Design hazard_ctrl, sky130hd; sources not shown.
Run 1, PDN straps and rails:
Pins as bars on the die edge.
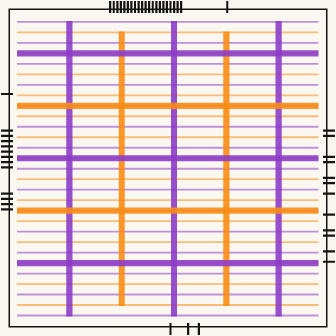
net	color
VSS	purple
VDD	orange
met4 straps	5
signal pins	50
met1 rails	29
met5 straps	5
VDD IR-drop max: 0.000187 V
die width: 82.0 microns
Die Height: 82.0 microns
Core Footprint: 0.00596 sq mm

Run 1, cell classes on the final placement:
Scale bar: 20 microns.
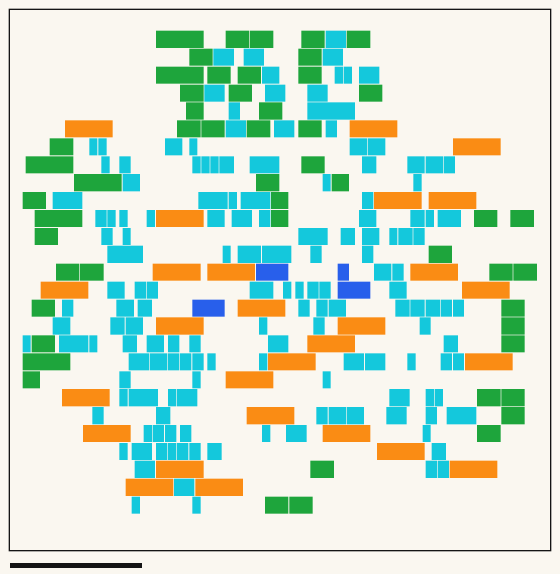
class	color	cells
registers	orange	27
remaining buffers and delay cells	green	52
clock drivers and dummy loads	blue	4
remaining logic cells	cyan	154
final core occ: 37.5%
final instance area: 0.00223 sq mm

Run 1, routed clock nets over the placement:
Scale bar: 20 microns.
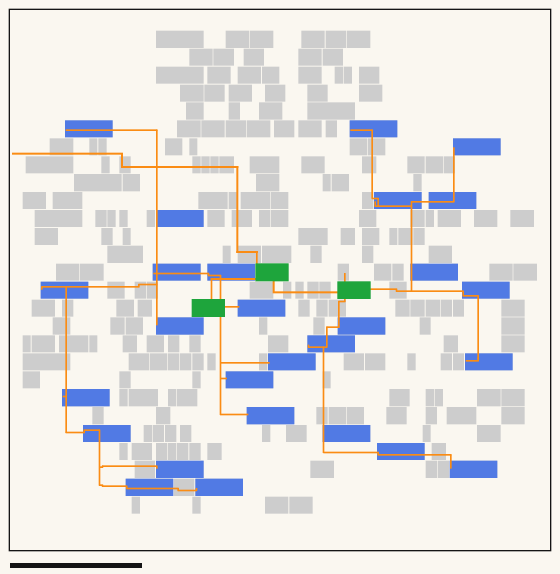
[flip-flops] blue | count: 27
[clock wires] orange | length: 394 microns
[clock-net drivers] green | count: 3
routed clock nets	4
Latency at later pin: 270 ps
Clock power frac: 26.4%

==> results.yml, run 1 <==
# synthesis and place-and-route metrics
logic_synthesis:
  topCellsByArea: "dfxtp_1 35%, xnor2_1 6.7%, nand3_1 4.5%, a21oi_1 4.2%, nor2_1 4.1%"
  synth.distinct_cells: 44
  synth_top_area_share_pct: 34.7
  synth-xor-area-share_pct: 8.99
  syn_inst: 186
  ys_sh_simple_pct: 26.8
  ys_cells: 186
  synth-edff-count: 0
  synth_flop_count: 27
  yosysTopAreaCell: "dfxtp_1"
  compound_area_share_pct: 21.7
  synthArstFlopShare_pct: 0
  ys_seq_share_pct: 34.7
  ff_type: "dfxtp_1"
  postSynthAreaPerCell_sq_um: 8.38
  logic_family: "simple AND/OR/NAND/NOR gates"
power_and_ir_drop:
  seq_power_share_pct: 47.0
  clock_power_uw: 192
  p_total_uw: 727
  comb_power_uw: 193
  p_int_uw: 503
  p_switching_uw: 224
  swShare_pct: 30.8
  total_leakage_power_uw: 0.000700
  power-top-group: "sequential cells"
global_routing:
  grt_pass1_vias: 1324
  grt_usage_pct: 12.3
  global_route.usage.met1_pct: 17.0
  antenna_found_initial: 0
  grt_max_degree: 16
  grt_pass1_wl_mm: 6.51
  grt_use_met3_pct: 3.33
  overflow: 0
floorplan:
  pin_count: 50
  fp.dieArea_sq_mm: 0.00672
  fp_util_pct: 26.2
  core.rowCount: 28
  n_tap_cell: 75
worst_setup_path:
  worstPathRequired_ps: 2700
  rr_worst_depth: 7
  critPathArrivalTime_ps: 2300
  cp.depth: 6
  slowest_delay_ps: 550
  crit_path_start_kind: "input pin"
  timing.setup.critical_path_class: "in2out"
  crit_path_end_kind: "primary output"
  ff2ff_setup_slack_ps: 1050
  crit_buf_inv: 2
final_layout:
  syn2layout_area_growth_pct: 43.1
  sh_seq_area_pct: 24.2
  largest_reg_flops: 16
  inverters: 7
  largest_class: "combinational gates"
  nFillCells: 628
  diodes: 0
  nClkBuffers: 3
  flop-count: 27
  ff_latch_area_sq_um: 541
  area_share_nonclk_buffers_pct: 25.5
  layout.cells.non_filler: 312
  final_cell_mix: "41 x clkdlybuf4s50_1, 27 x dfxtp_1, 17 x nor2_1"
  nets: 263
  nNonClkBuffers: 52
route:
  top_layer_used: "met4"
  vias: 1513
  firstDrtPassIters: 4
  drc: 0
  met3WireLength_microns: 180
  ant_nets: 0
  wirelength_met1_mm: 1.93
  dr.first_iter.drc_count: 67
  route.met2.wl_mm: 1.90
outcome:
  status: "completed"
timing:
  period_used_pct: 87.7
  hold_violations: 0
  fin_ws_ps: 406
  rsz0062_at_grt: "false"
  maxSlewViolCount: 0
  slew-limit-headroom_pct: 62.1
  tns_ps: 0
  final.min_clock_period_ps: 2890
  max_freq_mhz: 346
placement:
  portBuffers: 49
  place_congestion: 0.717
  dp_cells: 308
  pre_cts_ws_ps: 378
  dp_hpwl_mm: 3.12
  placed_area_sq_mm: 0.00218
clocking:
  htree_levels: 1
  cts_root_buf: "clkbuf_8"
  clk_path_buf_depth: 2
  cts_resized: 0
  clkSlewWorstSetupHoldPaths_ps: 90
  cts_buffers: 3
  cts_tree: "built"
run:
  drv_cap: 0
hold_path:
  hold_depth: 2
  hold_class: "reg2reg"
Run 1, routed metal, one color a layer:
Two of the layers only.
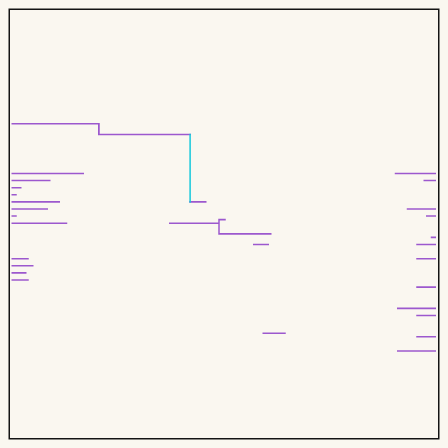

--- run 2 (diff from run 1) ---
==> constraint.sdc (replaced) <==
create_clock -name clk -period 3.3 [get_ports clk]
set_clock_uncertainty 0.1 [all_clocks]
set_input_delay 0.825 -clock clk [delete_from_list [all_inputs] [get_ports clk]]
set_output_delay 0.825 -clock clk [all_outputs]
set_load 0.05 [all_outputs]
Run 2, routed metal, one color a layer:
Two of the layers only.
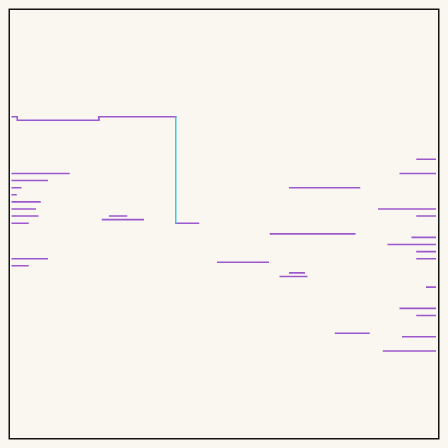
layer	color	wire length
M3	purple	221 microns
M4	cyan	20.4 microns
Vias: 1608
Routed WL: 4.20 mm
overall routing resource usage: 12.5%
WL/cell: 12.8 microns

==> run 2 against run 1 <==
Compared with the run above:
- power rose by 3.9%
- flip-flop count is the same
- critical path depth is the same
- critical endpoint is now PCWr
- largest cell class unchanged
==> results.yml, run 2 <==
# synthesis and place-and-route metrics
power_and_ir_drop:
  p_switching_uw: 236
  total_leakage_power_uw: 0.000844
  power-top-group: "sequential cells"
  comb_power_uw: 217
  p_int_uw: 519
  p_total_uw: 755
  ir_worst_vdd_v: 0.000160
  swShare_pct: 31.2
  seq_power_share_pct: 45.3
placement:
  dp_hpwl_mm: 3.21
  dp_cells: 321
  place_congestion: 0.719
  placed_area_sq_mm: 0.00231
  portBuffers: 49
  pre_cts_ws_ps: -84.5
clocking:
  htree_levels: 1
  clkSlewWorstSetupHoldPaths_ps: 110
  clk_path_buf_depth: 2
  cts_buffers: 3
  cts_root_buf: "clkbuf_8"
  cts_tree: "built"
  cts_resized: 30
final_layout:
  flop-count: 27
  layout.cells.non_filler: 329
  final_cell_mix: "27 x dfxtp_1, 22 x clkdlybuf4s50_1, 20 x buf_4"
  diodes: 0
  stdcell_area_sq_mm: 0.00239
  inverters: 7
  nets: 280
  nClkBuffers: 3
  sh_seq_area_pct: 22.6
  syn2layout_area_growth_pct: 53.6
  ff_latch_area_sq_um: 541
  nFillCells: 629
  largest_reg_flops: 16
  nNonClkBuffers: 69
  final_core_utilization_pct: 40.2
  area_share_nonclk_buffers_pct: 29.2
  largest_class: "combinational gates"
global_routing:
  overflow: 0
  grt_pass1_wl_mm: 6.60
  grt_use_met3_pct: 3.33
  grt_pass1_vias: 1388
  global_route.usage.met1_pct: 16.9
  grt-busiest-layer: "met2"
  grt_max_degree: 16
  antenna_found_initial: 0
timing:
  fin_ws_ps: 251
  slew-limit-headroom_pct: 56.6
  final.min_clock_period_ps: 3050
  rsz0062_at_grt: "false"
  hold_violations: 0
  tns_ps: 0
  worst_slew_pin_slew_ps: 644
  max_freq_mhz: 328
  maxSlewViolCount: 0
  period_used_pct: 92.4
route:
  route.met2.wl_mm: 1.92
  ant_nets: 0
  dr.first_iter.drc_count: 109
  viasPerCell: 4.89
  wirelength_met1_mm: 2.04
  top_layer_used: "met4"
  drc: 0
logic_synthesis:
  synth-xor-area-share_pct: 8.99
  ys_sh_simple_pct: 26.8
  synth.distinct_cells: 44
  logic_family: "simple AND/OR/NAND/NOR gates"
  synth-edff-count: 0
  ys_seq_share_pct: 34.7
  mux_share_pct: 1.93
  synth_top_area_share_pct: 34.7
  compound_area_share_pct: 21.7
  syn_inst: 186
  ff_type: "dfxtp_1"
  ys_sh_adder_pct: 1.61
  postSynthAreaPerCell_sq_um: 8.38
  topCellsByArea: "dfxtp_1 35%, xnor2_1 6.7%, nand3_1 4.5%, a21oi_1 4.2%, nor2_1 4.1%"
  synth_flop_count: 27
  ys_cells: 186
  yosysTopAreaCell: "dfxtp_1"
outcome:
  status: "completed"
floorplan:
  core.rowCount: 28
  fp_util_pct: 26.2
  fp.dieH_microns: 82.0
  fp.dieArea_sq_mm: 0.00672
  n_tap_cell: 75
  die_x_microns: 82.0
  pin_count: 50
  core_sq_mm: 0.00596
worst_setup_path:
  timing.setup.critical_path_class: "in2out"
  ff2ff_setup_slack_ps: 950
  worstPathRequired_ps: 2370
  crit_buf_inv: 2
  rr_worst_depth: 8
  crit_path_end_kind: "primary output"
  crit_path_start_kind: "input pin"
  cp.depth: 6
  slowest_delay_ps: 420
  slowest_stage: "or4_4"
  critPathArrivalTime_ps: 2120
run:
  drv_cap: 0
hold_path:
  hold_depth: 2
  hold_class: "reg2reg"
Run 2, routed clock nets over the placement:
Scale bar: 20 microns.
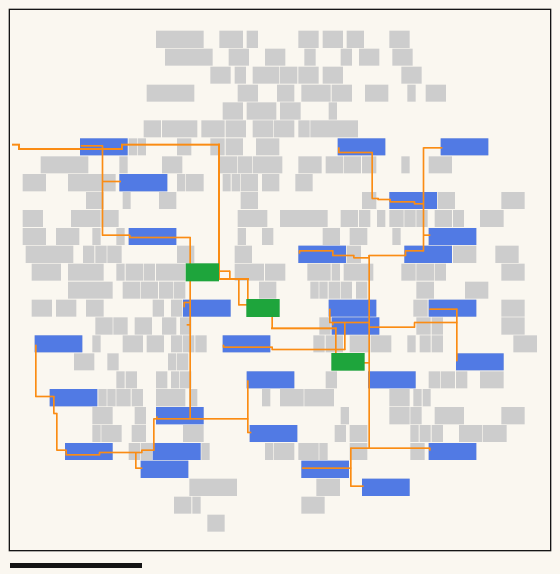
[clock wires] orange | length: 408 microns
[clock-net drivers] green | count: 3
[flip-flops] blue | count: 27
routed clock nets	4
Clock power frac: 26.0%
Power Clock: 196 uW
Latency at later pin: 280 ps

No activity file was given, so power comes from the tool's default toggle rates.
